File: config.mk
export PLATFORM = sky130hd
export DESIGN_NAME = clusterv_main_sram_arb
export DESIGN_NICKNAME = d
export VERILOG_FILES = /design/src/rtl/clusterv_main_sram_arb.sv
export SDC_FILE = /design/constraint.sdc
export NUM_CORES = 1
export LEC_CHECK = 0
export ABC_CLOCK_PERIOD_IN_PS = 11400
export CAP_MARGIN = 20
export CORE_AREA = 2 2 123 125
export CTS_BUF_LIST = sky130_fd_sc_hd__clkbuf_4
export DETAILED_ROUTE_END_ITERATION = 8
export DIE_AREA = 0 0 125 127
export RECOVER_POWER = 100
export SYNTH_ARGS = -nofsm -noshare
export SYNTH_HDL_FRONTEND = slang
export SYNTH_SLANG_ARGS = --single-unit
File: constraint.sdc
create_clock -name clock -period 11.4 [get_ports clock]
set_input_delay 3.42 -clock clock [delete_from_list [all_inputs] [get_ports clock]]
set_output_delay 3.42 -clock clock [all_outputs]
set_load 0.02 [all_outputs]
File: src/rtl/clusterv_main_sram_arb.sv
// clusterv_main_sram_arb
// Round-robin arbiter that shares one single-port main SRAM (byte-enable
// target, 1-cycle read latency) between N_PORTS cluster requesters.
// It accepts at most one beat per cycle and supports locked multi-beat
// sequences. Each accepted beat gets a response on the next cycle.
//
// Ports
//   clock, reset   single clock, synchronous active-high reset
//   req_valid      per-port request valid
//   req_ready      per-port accept, one-hot or zero, same cycle as grant
//   req_lock       grantee keeps the grant after this beat
//   req_we         1 = write, 0 = read
//   req_addr       packed word addresses, port i at [i*ADR_WIDTH +: ADR_WIDTH]
//   req_byte_en    packed write byte enables
//   req_wdata      packed write data
//   rsp_valid      per-port response, one-hot or zero, one cycle after grant
//   rsp_rdata      read data for a read response, otherwise zero
//   t_addr, t_write_en, t_byte_en, t_write_data
//                  SRAM request, driven combinationally from the grantee
//   t_read_data    SRAM read data, valid the cycle after address issue
module clusterv_main_sram_arb #(
  parameter int unsigned N_PORTS   = 4,
  parameter int unsigned ADR_WIDTH = 10,
  parameter int unsigned DAT_WIDTH = 32
) (
  input  logic                           clock,
  input  logic                           reset,
  input  logic [N_PORTS-1:0]             req_valid,
  output logic [N_PORTS-1:0]             req_ready,
  input  logic [N_PORTS-1:0]             req_lock,
  input  logic [N_PORTS-1:0]             req_we,
  input  logic [N_PORTS*ADR_WIDTH-1:0]   req_addr,
  input  logic [N_PORTS*DAT_WIDTH/8-1:0] req_byte_en,
  input  logic [N_PORTS*DAT_WIDTH-1:0]   req_wdata,
  output logic [N_PORTS-1:0]             rsp_valid,
  output logic [DAT_WIDTH-1:0]           rsp_rdata,
  output logic [ADR_WIDTH-1:0]           t_addr,
  output logic                           t_write_en,
  output logic [DAT_WIDTH/8-1:0]         t_byte_en,
  output logic [DAT_WIDTH-1:0]           t_write_data,
  input  logic [DAT_WIDTH-1:0]           t_read_data
);

  localparam int unsigned BE_W  = DAT_WIDTH / 8;
  localparam int unsigned PTR_W = (N_PORTS > 1) ? $clog2(N_PORTS) : 1;

  typedef enum logic {
    ST_IDLE,
    ST_LOCKED
  } state_e;

  state_e             state_q, state_d;
  logic [PTR_W-1:0]   rr_ptr_q, rr_ptr_d;
  logic [PTR_W-1:0]   lock_owner_q, lock_owner_d;
  logic [N_PORTS-1:0] rsp_valid_q, rsp_valid_d;
  logic               rsp_is_rd_q, rsp_is_rd_d;

  logic               gnt_any;
  logic [PTR_W-1:0]   gnt_idx;
  logic [N_PORTS-1:0] gnt_oh;

  // Grant selection. Reset suppresses every grant so the SRAM port idles.
  always_comb begin
    int unsigned      cand;
    logic [PTR_W-1:0] cand_idx;
    cand     = 0;
    cand_idx = '0;
    gnt_any  = 1'b0;
    gnt_idx  = '0;
    gnt_oh   = '0;
    if (!reset) begin
      if (state_q == ST_LOCKED) begin
        if (req_valid[lock_owner_q]) begin
          gnt_any = 1'b1;
          gnt_idx = lock_owner_q;
        end
      end else begin
        // Scan rr_ptr, rr_ptr+1, ... with explicit wrap so non-power-of-two
        // port counts work.
        for (int unsigned k = 0; k < N_PORTS; k++) begin
          cand = 32'(rr_ptr_q) + k;
          if (cand >= N_PORTS) begin
            cand = cand - N_PORTS;
          end
          cand_idx = PTR_W'(cand);
          if (!gnt_any && req_valid[cand_idx]) begin
            gnt_any = 1'b1;
            gnt_idx = cand_idx;
          end
        end
      end
    end
    for (int unsigned i = 0; i < N_PORTS; i++) begin
      gnt_oh[i] = gnt_any && (gnt_idx == PTR_W'(i));
    end
  end

  assign req_ready = gnt_oh;

  // SRAM request mux; reads always use full byte enables.
  always_comb begin
    t_addr       = '0;
    t_write_en   = 1'b0;
    t_byte_en    = '0;
    t_write_data = '0;
    for (int unsigned i = 0; i < N_PORTS; i++) begin
      if (gnt_oh[i]) begin
        t_addr       = req_addr[i*ADR_WIDTH +: ADR_WIDTH];
        t_write_en   = req_we[i];
        t_byte_en    = req_we[i] ? req_byte_en[i*BE_W +: BE_W] : '1;
        t_write_data = req_wdata[i*DAT_WIDTH +: DAT_WIDTH];
      end
    end
  end

  // Next-state: pointer moves past every grantee; the lock flag of the
  // granted beat decides whether the grant is held.
  always_comb begin
    state_d      = state_q;
    rr_ptr_d     = rr_ptr_q;
    lock_owner_d = lock_owner_q;
    rsp_valid_d  = gnt_oh;
    rsp_is_rd_d  = gnt_any && !t_write_en;
    if (gnt_any) begin
      rr_ptr_d = (gnt_idx == PTR_W'(N_PORTS - 1)) ? '0 : gnt_idx + PTR_W'(1);
      if (req_lock[gnt_idx]) begin
        state_d      = ST_LOCKED;
        lock_owner_d = gnt_idx;
      end else begin
        state_d = ST_IDLE;
      end
    end
  end

  always_ff @(posedge clock) begin
    if (reset) begin
      state_q      <= ST_IDLE;
      rr_ptr_q     <= '0;
      lock_owner_q <= '0;
      rsp_valid_q  <= '0;
      rsp_is_rd_q  <= 1'b0;
    end else begin
      state_q      <= state_d;
      rr_ptr_q     <= rr_ptr_d;
      lock_owner_q <= lock_owner_d;
      rsp_valid_q  <= rsp_valid_d;
      rsp_is_rd_q  <= rsp_is_rd_d;
    end
  end

  assign rsp_valid = rsp_valid_q;
  assign rsp_rdata = rsp_is_rd_q ? t_read_data : '0;

endmodule

run_1/detail.png
Scale bar: 10 um. Region (19, 19) to (44, 44) um. Cells in grey, sequential cells in the stronger grey; small squares are vias.
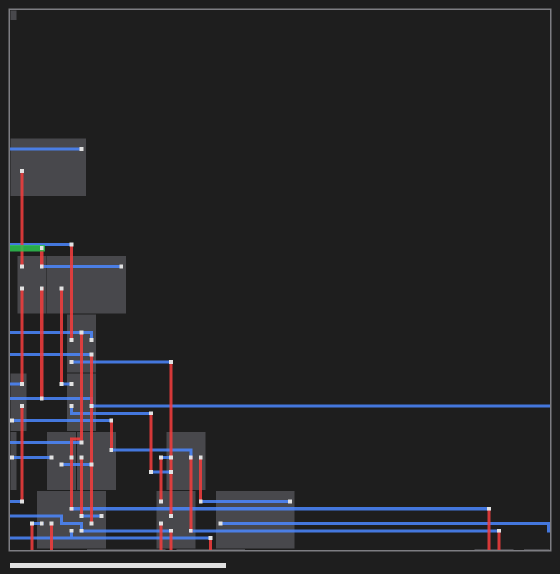
Key: blue = metal 1; red = metal 2; green = metal 3
Most frequent: nor2_1 (4), nor3_1 (2), dlygate4sd3_1 (2). 11 logic cells have their middle in the window. Sequential cells in the window: 0.

run_1/congestion.png
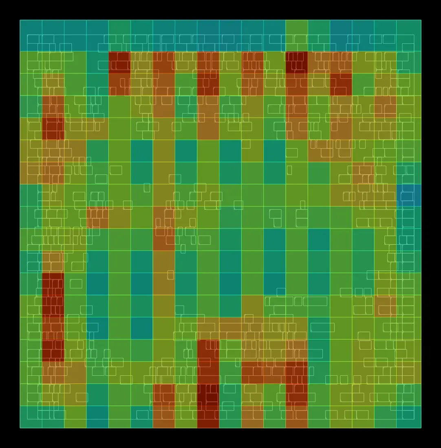
met1 GRT Util: 18.8%
M3 GR Usage: 3.89%
WL/cell: 17.2 um
M2 GR Usage: 33.2%

run_1/logic_types.png
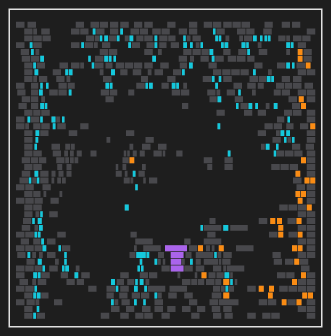
Key: orange = AND and OR gates [cells 38]; purple = adder and majority cells [cells 4, where south]; cyan = NOR gates [cells 143, where widely spread]

==> flow_metrics.py, run 1 <==
# Flow results
metrics = {
    "route": {
        "drtPass1Iterations": 4,
        "drt_iter0_drc": 223,
        "viasPerCell": 4.82,
        "ant_nets": 0,
        "drc": 0,
        "wirelength_mm": 14.8,
        "num_vias": 4146,
    },
    "floorplanning": {
        "chipArea_um2": 15900,
        "rows": 44,
        "die_width_um": 125,
        "die_height_um": 127,
        "fp_util_pct": 15.6,
        "core_um2": 14400,
        "io_pins": 317,
    },
    "placed_design": {
        "hpwl_mm": 12.1,
        "gp_congestion": 0.903,
        "dp_cells": 856,
        "post-place-ws_ns": 0.845,
        "port_buffers": 316,
    },
    "logic_synthesis": {
        "ys_seq_share_pct": 8.88,
        "netlist_instances": 386,
        "edf_count": 0,
        "ys_area_um2": 2250,
        "top_area_cell": "a221oi_1",
        "synthTopCellsByArea": "a221oi_1, nor2_1, a21oi_1",
        "yosys_cells": 386,
        "yosysWarnings": 0,
        "common_cells": "nor2_1, a21oi_1, a221oi_1, nor3_1",
        "synth_dominant_cell_count": "nor2_1",
        "synthArstFlopShare_pct": 0,
        "syn_nets": 620,
        "syn_avg_cell_area_um2": 5.84,
        "ys_ff": 10,
        "ys_types": 37,
        "flop_cell": "dfxtp_1",
        "yosysTopAreaCellShare_pct": 16.7,
        "synth.cell_area_um2": 2250,
    },
    "final_timing": {
        "worst_slew_margin_rel_pct": 44.0,
        "timing.hold.ws_ns": 0.542,
        "fin_crit_ns": 10.87,
        "setup_viol": 0,
        "worst_slack_ns": 0.528,
        "period_used_pct": 95.4,
        "fin_tns_setup_ns": 0,
        "fin_skew_ns": 0.00821,
        "fmax_mhz": 92.0,
        "drv_slew": 0,
        "hold_viol": 0,
        "rsz0062_at_grt": "false",
        "max_slew.worst_pin.slew_ns": 0.839,
    },
    "worst_hold_path": {
        "hold_path.startpoint": "rr_ptr_q[1]",
        "hp-class": "flop to flop",
    },
    "cts": {
        "cts_root_buf": "clkbuf_4",
        "cts-buffers-inserted": 3,
        "htree_num_levels": 1,
        "ctsResizeCount": 0,
        "path_clk_slew_ns": 0.07,
        "worstSkewPairLatency_ns": 0.27,
        "cts.path.max_buffers": 2,
        "hold_buffers": 0,
        "cts_sinks": 10,
        "cts_tree": "done",
        "cts_setup_buffers": 0,
    },
    "final_layout": {
        "nFillCells": 1533,
        "syn_to_final_growth_pct": 149,
        "stdcell_count": 861,
        "finalNetCount": 911,
        "drive_above_1_share_pct": 3.40,
    },
    "worst_setup_path": {
        "worstSetupStartpointType": "input pin",
        "end_kind": "output pin",
        "crit_type": "input pin to output pin",
        "arrival_ns": 7.45,
        "worst_setup_path_startpoint": "req_valid[2]",
        "crit_fanout": 23,
        "cp.required_ns": 7.98,
        "reg2reg_from": "rr_ptr_q[1]",
        "r2r_slack_ns": 8.31,
    },
    "pwr": {
        "power_density_nw_per_um2": 73.5,
        "vdd_drop_max_mv": 0.0279,
        "p_leak_nw": 2.27,
    },
    "global_route": {
        "gr-total-overflow": 0,
        "grt_pass1_vias": 4131,
        "grt_start_max_net_pins": 63,
        "track_usage_pct": 17.2,
        "grt_pass1_wl_mm": 22.0,
        "antenna_found_initial": 0,
    },
    "run_status": {
        "outcome": "completed",
    },
    "job": {
        "max_cap_violations": 0,
        "warnings": 29,
    },
}
run 1: final timing paths:
path | endpoint | cells past startpoint
setup / recovery | t_write_data[31] | 13
hold / removal | rr_ptr_q[1] | 2
setup reg to reg | rsp_is_rd_q | 8
hold reg to reg | rr_ptr_q[1] | 2
run 1: worst max-delay path, cell delays in order:
cell,delay (ns)
dlygate4sd3_1,0.64
nor2b_1,0.22
a221o_1,0.17
o31a_1,0.31
inv_1,0.16
ha_2,0.24
nor2_4,0.46
clkbuf_2,0.56
a221oi_1,0.16
nor3_1,0.17
a21oi_1,0.08
nor2_1,0.10
dlygate4sd3_1,0.74
run 1: logic make-up (layout without fill, tap and decap cells):
logic type	after synthesis	in the layout	synth area share (%)
DFF	10	10	8.88
buffers and inverters	56	346	9.71
muxes	6	6	3.27
other	0	1	0
AOI/OAI and AO/OA	124	124	37.9
adders and majority gates	4	4	2.22
and+or+nand+nor	186	186	38.0
run 1: registers in the layout, summed over array words and instances (netlist names):
| signal | flops |
|---|---|
| state_q | 1 |
| rsp_is_rd_q | 1 |
| rr_ptr_q | 2 |
| lock_owner_q | 2 |
| rsp_valid | 4 |
run 1: power breakdown:
| part | leakage (nW) | switching, W | internal, W |
|---|---|---|---|
| Combinational | 2.18 | 0.000167 | 0.000176 |
| Sequential | 0.0822 | 0.00000548 | 0.0000382 |
| Clock | 0.0154 | 0.0000134 | 0.0000127 |
run 1: routing by layer:
metal	track usage [%]	vias up	wire length, um
li1	-	1979	-
met2	33.2	246	7600
met1	18.8	1897	5460
met5	0	-	0
met4	4.64	0	400
met3	3.89	24	1360
run 1: area by class of cell:
type                    instances  area (um^2)  share of cell area (%)
inverters                      17         65.1                    1.16
diodes                          1         2.50                  0.0446
repair buffers                325         3230                    57.5
flip-flops and latches         10          200                    3.57
clock inverters                 1         3.75                  0.0669
multi-input cells             320         1860                    33.1
clock buffers                   3         22.5                   0.401
well taps                     184          230                    4.10
run 1: metrics by stage:
step / instance area [um^2] / utilization [%] / total power [W]
global route: 5610 / 38.9 / 0.000444
global placement: 5590 / 38.7 / 0.000402
detailed placement: 5590 / 38.7 / 0.000403
CTS: 5610 / 38.9 / 0.000431
finish: 5610 / 38.9 / 0.000412
floorplan: 2250 / - / 0.000214
run 1: cells in the final DEF, fill, tap and decap left out, types with 5 or more instances in the layout:
cell	synthesis	routed
a221oi_1	43	43
o22ai_1	5	5
nor3_1	43	43
clkdlybuf4s50_1	0	233
dlygate4sd3_1	0	83
o21ai_0	9	9
a21oi_1	48	48
nor2_1	98	97
inv_1	16	15
and2_1	32	32
buf_4	0	8
dfxtp_1	10	10
run_1/io_fan.png
Scale bar: 50 um.
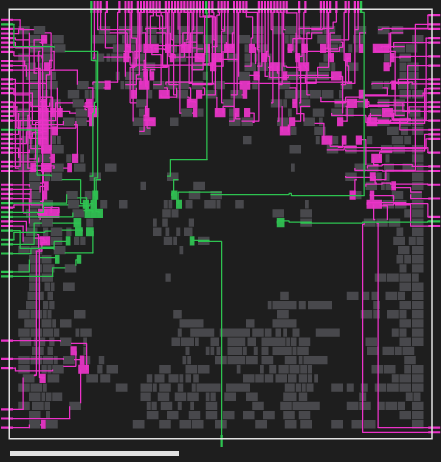

==> run 1 -> run 2 <==
--- a/config.mk
+++ b/config.mk
@@ -8,7 +8,6 @@
 export ABC_CLOCK_PERIOD_IN_PS = 11400
 export CAP_MARGIN = 20
 export CORE_AREA = 2 2 123 125
-export CTS_BUF_LIST = sky130_fd_sc_hd__clkbuf_4
 export DETAILED_ROUTE_END_ITERATION = 8
 export DIE_AREA = 0 0 125 127
 export RECOVER_POWER = 100
run_2/io_fan.png
Scale bar: 50 um.
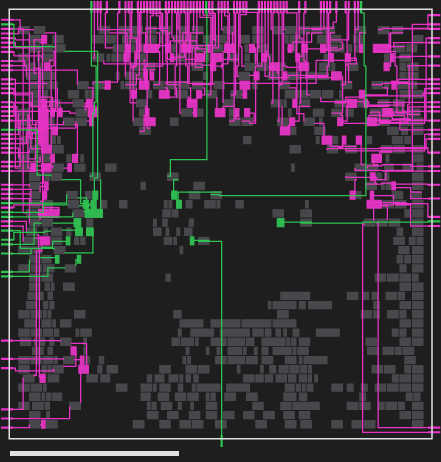
Key: green = req_byte_en [direction input, end cells 16, buffers 16, wire 683 um]; magenta = req_wdata [direction input, end cells 96, buffers 128, wire 3620 um]

run_2/congestion.png
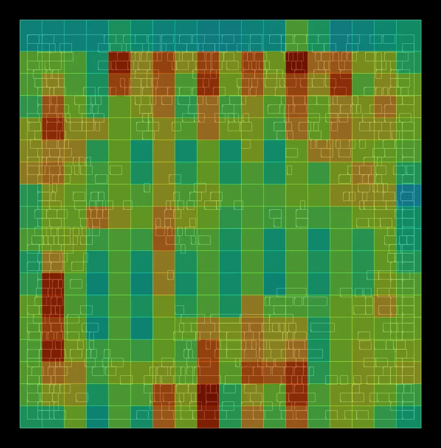
met1 GRT Util: 18.8%
M3 GR Usage: 3.77%

==> flow_metrics.py, run 2 <==
# Flow results
metrics = {
    "run_status": {
        "outcome": "completed",
    },
    "cts": {
        "cts-buffers-inserted": 3,
        "cts_root_buf": "clkbuf_16",
        "ctsResizeCount": 0,
        "cts_sinks": 10,
        "worstSkewPairLatency_ns": 0.23,
        "htree_num_levels": 1,
        "cts_setup_buffers": 0,
        "cts_tree": "done",
        "path_clk_slew_ns": 0.04,
        "cts.path.max_buffers": 2,
        "hold_buffers": 0,
    },
    "worst_hold_path": {
        "hp-class": "flop to flop",
        "hold_path.startpoint": "rr_ptr_q[1]",
        "whs_path_depth": 2,
        "min_to": "rr_ptr_q[1]",
    },
    "worst_setup_path": {
        "arrival_ns": 7.45,
        "r2r_slack_ns": 8.33,
        "crit_chain": "dlygate4sd3_1 > nor2b_1 > a221o_1 > a22oi_1 > or2_2 > ha_1 > inv_1 > nor2_4 > clkbuf_2 > a221oi_1 > nor3_1 > a21oi_1 > nor2_1 > dlygate4sd3_1",
        "cpPeakStageDelay_ns": 0.74,
        "reg2reg_from": "rr_ptr_q[1]",
        "crit_fanout": 23,
        "slowest_stage": "dlygate4sd3_1",
        "end_kind": "output pin",
        "crit_type": "input pin to output pin",
        "cp.required_ns": 7.98,
        "reg2regPathDepth": 8,
        "path_common_cell": "dlygate4sd3_1",
        "r2r-end": "rsp_is_rd_q",
        "worstSetupStartpointType": "input pin",
    },
    "final_timing": {
        "drv_slew": 0,
        "rsz0062_at_grt": "false",
        "period_used_pct": 95.3,
        "max_slew.worst_pin.slew_ns": 0.829,
        "fin_crit_ns": 10.87,
        "worst_slew_margin_rel_pct": 44.7,
        "hold_viol": 0,
        "fmax_mhz": 92.0,
        "timing.hold.ws_ns": 0.536,
        "setup_viol": 0,
        "fin_tns_setup_ns": 0,
        "fin_skew_ns": 0.000618,
    },
    "placed_design": {
        "port_buffers": 316,
        "gp_congestion": 0.903,
        "hpwl_mm": 12.1,
    },
    "job": {
        "warnings": 29,
        "max_cap_violations": 0,
    },
    "logic_synthesis": {
        "synth_dominant_cell_count": "nor2_1",
        "synthArstFlopShare_pct": 0,
        "yosysTopAreaCellShare_pct": 16.7,
        "yosysWarnings": 0,
        "synth.cell_area_um2": 2250,
        "edf_count": 0,
        "syn_avg_cell_area_um2": 5.84,
        "ys_area_um2": 2250,
        "yosys_cells": 386,
        "ys_seq_share_pct": 8.88,
        "netlist_instances": 386,
        "flop_cell": "dfxtp_1",
        "ys_types": 37,
        "syn_nets": 620,
        "common_cells": "nor2_1, a21oi_1, a221oi_1, nor3_1",
        "top_area_cell": "a221oi_1",
        "ys_ff": 10,
        "synthTopCellsByArea": "a221oi_1, nor2_1, a21oi_1",
    },
    "route": {
        "ant_nets": 0,
        "wirelength_mm": 14.9,
        "drt_iter0_drc": 211,
        "routedWlPerCell_um": 17.3,
        "drtPass1Iterations": 4,
        "drc": 0,
        "num_vias": 4129,
        "viasPerCell": 4.80,
    },
    "floorplanning": {
        "fp_util_pct": 15.6,
        "core_um2": 14400,
        "io_pins": 317,
        "die_width_um": 125,
        "die_height_um": 127,
        "chipArea_um2": 15900,
        "rows": 44,
    },
    "final_layout": {
        "syn_to_final_growth_pct": 152,
        "largest_register_ffs": 4,
        "nFillCells": 1522,
        "lay_top_count": "clkdlybuf4s50_1",
        "final_cell_mix": "clkdlybuf4s50_1, nor2_1, dlygate4sd3_1, a21oi_1",
        "finalNetCount": 911,
        "drive_above_1_share_pct": 3.55,
    },
    "pwr": {
        "p_leak_nw": 2.30,
        "power_density_nw_per_um2": 80.3,
        "vdd_drop_max_mv": 0.0625,
    },
    "global_route": {
        "grt_pass1_vias": 4129,
        "antenna_found_initial": 0,
        "track_usage_pct": 17.1,
        "grt_start_max_net_pins": 63,
        "use_met2_pct": 33.2,
        "busiest_layer": "met2",
        "grt_pass1_wl_mm": 22.0,
        "gr-total-overflow": 0,
    },
}
[run 2: report_power, final]
| part | switching [W] | leakage [nW] | internal [W] |
|---|---|---|---|
| logic | 0.000167 | 2.18 | 0.000176 |
| registers | 0.00000550 | 0.0822 | 0.0000385 |
| clock network | 0.0000163 | 0.0442 | 0.0000527 |
| total | 0.000189 | 2.30 | 0.000267 |
[run 2: routing by layer]
metal  up-vias  part of all wire [%]
met2       232                    52
li1       1981                     -
met5         -                     0
met4         0                   2.6
met3        20                   8.4
met1      1896                    37
[run 2: worst max path at each step]
stage	from	cells after the start	end	slack, ns
final	req_valid[2]	14	t_write_data[31]	0.53
after CTS	req_valid[0]	14	t_write_data[26]	0.84
after detailed placement	req_valid[0]	14	t_write_data[26]	0.85
after global routing	req_valid[2]	14	t_write_data[31]	0.31
after floorplan	req_valid[2]	12	t_addr[5]	2.01
after global placement	req_valid[2]	12	t_write_data[26]	0.88
[run 2: final cells by class]
type,instances,area [um^2],area share [%]
Antenna cell,1,2.50,0.0441
Inverter,17,65.1,1.15
Sequential cell,10,200,3.53
Multi-Input combinational cell,320,1860,32.8
Timing Repair Buffer,325,3230,56.9
Tap cell,184,230,4.06
Clock buffer,4,88.8,1.57
[run 2: cells by family (layout without fill, tap and decap cells)]
| kind of cell | Yosys count | in the layout | synth area share (%) |
|---|---|---|---|
| compound gates | 124 | 124 | 37.9 |
| buf+inv | 56 | 346 | 9.71 |
| mux | 6 | 6 | 3.27 |
| other cells | 0 | 1 | 0 |
| flops | 10 | 10 | 8.88 |
| simple gates | 186 | 186 | 38.0 |
| fa+ha+maj | 4 | 4 | 2.22 |
[run 2: stage by stage]
step                util [%]  total power (W)  std cells  setup WS [ns]  area, um^2
finish                  39.3         0.000456        861          0.533        5680
global route            39.3         0.000489        860          0.305        5670
CTS                     39.3         0.000475        860          0.839        5680
detailed placement      38.7         0.000403        856          0.845        5590
global placement        38.7         0.000402        856          0.879        5590
floorplan                  -         0.000214        386           2.01        2250
[run 2: critical path, delay by kind of cell]
kind            cells  cell delay, ns
simple gates        5            1.10
fa+ha+maj           1            0.16
compound gates      4            0.78
buf+inv             4            1.99
run_2/flops_by_reg.png
Scale bar: 50 um. Other sequential cells in the stronger grey, the rest of the logic in the fainter grey.
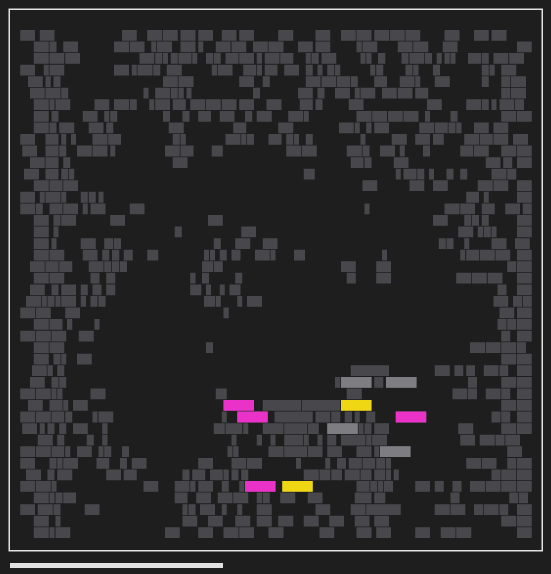

==> run 2 -> run 3 <==
--- a/config.mk
+++ b/config.mk
@@ -7,9 +7,11 @@
 export LEC_CHECK = 0
 export ABC_CLOCK_PERIOD_IN_PS = 11400
 export CAP_MARGIN = 20
-export CORE_AREA = 2 2 123 125
+export CORE_AREA = 2 2 124 126
 export DETAILED_ROUTE_END_ITERATION = 8
-export DIE_AREA = 0 0 125 127
+export DIE_AREA = 0 0 126 128
+export DONT_BUFFER_PORTS = 1
+export PLACE_DENSITY = 0.39
 export RECOVER_POWER = 100
 export SYNTH_ARGS = -nofsm -noshare
 export SYNTH_HDL_FRONTEND = slang
run_3/flops_by_reg.png
Scale bar: 50 um. Other sequential cells in the stronger grey, the rest of the logic in the fainter grey.
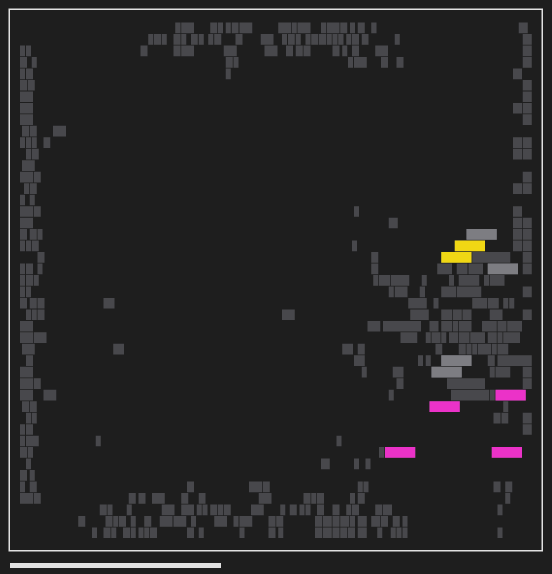
Key: magenta = rsp_valid [flops 4, where south-east]; yellow = lock_owner_q [flops 2]

run_3/io_fan.png
Scale bar: 50 um.
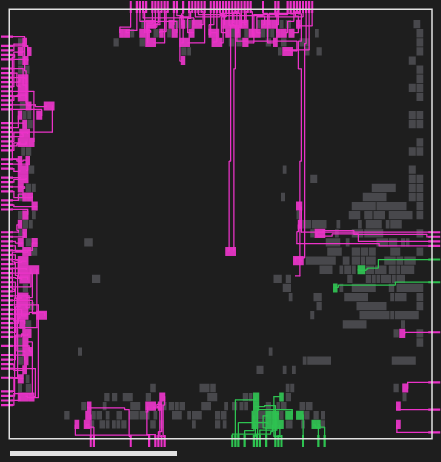
Key: green = req_byte_en [direction input, end cells 16, buffers 0, wire 210 um]; magenta = req_wdata [direction input, end cells 96, buffers 0, wire 1810 um]

==> flow_metrics.py, run 3 <==
# Flow results
metrics = {
    "floorplanning": {
        "die_height_um": 128,
        "fp_util_pct": 15.2,
        "rows": 45,
        "io_pins": 317,
        "chipArea_um2": 16100,
        "die_width_um": 126,
        "core_um2": 14900,
    },
    "final_layout": {
        "lay_top_count": "nor2_1",
        "final_cell_mix": "nor2_1, a21oi_1, a221oi_1, nor3_1, and2_0",
        "final_cell_area_um2": 2490,
        "syn_to_final_growth_pct": 10.4,
        "finalNetCount": 590,
        "drive_above_1_share_pct": 3.94,
        "largest_register_ffs": 4,
    },
    "pwr": {
        "power_density_nw_per_um2": 126,
        "p_leak_nw": 0.832,
        "vdd_drop_max_mv": 0.0545,
        "power_w": 0.000315,
    },
    "logic_synthesis": {
        "synth.cell_area_um2": 2250,
        "yosys_cells": 386,
        "syn_nets": 620,
        "common_cells": "nor2_1, a21oi_1, a221oi_1, nor3_1",
        "ys_ff": 10,
        "edf_count": 0,
        "flop_cell": "dfxtp_1",
        "synth_dominant_cell_count": "nor2_1",
        "synthTopCellsByArea": "a221oi_1, nor2_1, a21oi_1",
        "top_area_cell": "a221oi_1",
        "ys_types": 37,
        "yosysWarnings": 0,
        "synthArstFlopShare_pct": 0,
        "ys_area_um2": 2250,
        "netlist_instances": 386,
        "ys_seq_share_pct": 8.88,
        "yosysTopAreaCellShare_pct": 16.7,
        "syn_avg_cell_area_um2": 5.84,
    },
    "worst_setup_path": {
        "cp.required_ns": 7.98,
        "end_kind": "output pin",
        "r2r_slack_ns": 7.56,
        "reg2reg_from": "lock_owner_q[0]",
        "r2r-end": "rsp_valid[1]",
        "arrival_ns": 6.99,
        "crit_type": "input pin to output pin",
        "reg2regPathDepth": 5,
        "worst_setup_path_startpoint": "req_valid[2]",
        "worstSetupStartpointType": "input pin",
        "crit_fanout": 23,
    },
    "cts": {
        "cts.path.max_buffers": 2,
        "path_clk_slew_ns": 0.04,
        "ctsResizeCount": 0,
        "cts_setup_buffers": 0,
        "cts_root_buf": "clkbuf_16",
        "hold_buffers": 0,
        "worstSkewPairLatency_ns": 0.24,
        "htree_num_levels": 1,
        "cts_tree": "done",
        "cts-buffers-inserted": 3,
        "cts_sinks": 10,
    },
    "route": {
        "num_vias": 2975,
        "drc": 0,
        "routedWlPerCell_um": 20.3,
        "wirelength_mm": 11.2,
        "drt_iter0_drc": 174,
        "viasPerCell": 5.41,
        "drtPass1Iterations": 7,
        "ant_nets": 0,
    },
    "final_timing": {
        "fin_crit_ns": 10.41,
        "max_slew.worst_pin.slew_ns": 1.87,
        "fin_skew_ns": 0.00402,
        "drv_slew": 42,
        "fin_tns_setup_ns": 0,
        "worst_slew_margin_rel_pct": -24.6,
        "period_used_pct": 91.4,
        "timing.hold.ws_ns": 0.517,
        "hold_viol": 0,
        "setup_viol": 0,
        "rsz0062_at_grt": "false",
        "fmax_mhz": 96.0,
    },
    "placed_design": {
        "placed_area_um2": 2380,
        "hpwl_mm": 8.83,
        "gp_congestion": 0.863,
        "port_buffers": 0,
    },
    "global_route": {
        "grt_pass1_wl_mm": 14.6,
        "grt_pass1_vias": 2480,
        "track_usage_pct": 11.8,
        "gr-total-overflow": 0,
        "antenna_found_initial": 5,
        "grt_start_max_net_pins": 93,
    },
    "job": {
        "max_cap_violations": 1,
        "warnings": 29,
    },
    "worst_hold_path": {
        "hp-class": "flop to flop",
        "whs_path_depth": 2,
        "min_to": "rr_ptr_q[1]",
        "hold_path.startpoint": "rr_ptr_q[1]",
    },
    "run_status": {
        "violations": "max-capacitance violations, max-slew violations",
        "outcome": "complete, but fails checks",
    },
}
-- run 3: where the power goes --
part           switching (W)  internal (W)  total [W]
combinational       0.000141     0.0000589   0.000200
clock              0.0000166     0.0000528  0.0000694
sequential        0.00000666     0.0000385  0.0000451
-- run 3: worst max-delay path by stage --
stage	cells past startpoint	endpoint	slack [ns]
2_1_floorplan	12	t_addr[5]	2.01
3_3_place_gp	10	t_byte_en[2]	1.43
3_5_place_dp	10	t_byte_en[2]	1.33
4_1_cts	10	t_byte_en[2]	1.33
5_1_grt	5	t_addr[2]	0.74
6_report	10	t_byte_en[2]	0.99
-- run 3: per-layer routing --
metal  up-vias  global-route usage [%]  share of wire, %
li1       1340                       -                 -
met1      1361                    11.8                32
met2       248                    22.2                53
met3        26                    2.05                10
met4         0                    8.08               5.6
met5         -                       0                 0
-- run 3: kinds of logic after synthesis --
group,share of synthesized area (%)
multiplexers,3.27
flip-flops,8.88
buffers and inverters,9.71
AND-OR/OR-AND,37.9
adder cells (fa/ha/maj),2.22
AND/OR/NAND/NOR,38.0
-- run 3: layout make-up --
type / instances / area, um^2
diodes: 7 / 17.5
clock buffers: 4 / 88.8
fillers: 1703 / 12400
inverters: 17 / 65.1
multi-input cells: 320 / 1860
flip-flops and latches: 10 / 200
well taps: 188 / 235
repair buffers: 4 / 26.3
-- run 3: critical path, stage by stage --
cell and delay (ns):
mux2_1 0.29, a221o_1 0.30, o31a_1 0.38, inv_1 0.17, ha_1 0.88, buf_4 0.43, inv_1 0.12, nor3_1 0.31
o21ai_0 0.18, a31oi_1 0.49
-- run 3: metrics by stage --
| stage | utilization [%] | worst slack (ns) | cells |
|---|---|---|---|
| after detailed placement | 16.0 | 1.33 | 538 |
| after floorplan | - | 2.01 | 386 |
| after global routing | 16.7 | 0.740 | 550 |
| after CTS | 16.6 | 1.33 | 542 |
| after global placement | 16.0 | 1.43 | 538 |
| final | 16.7 | 0.985 | 550 |
No activity file was given, so power comes from the tool's default toggle rates.
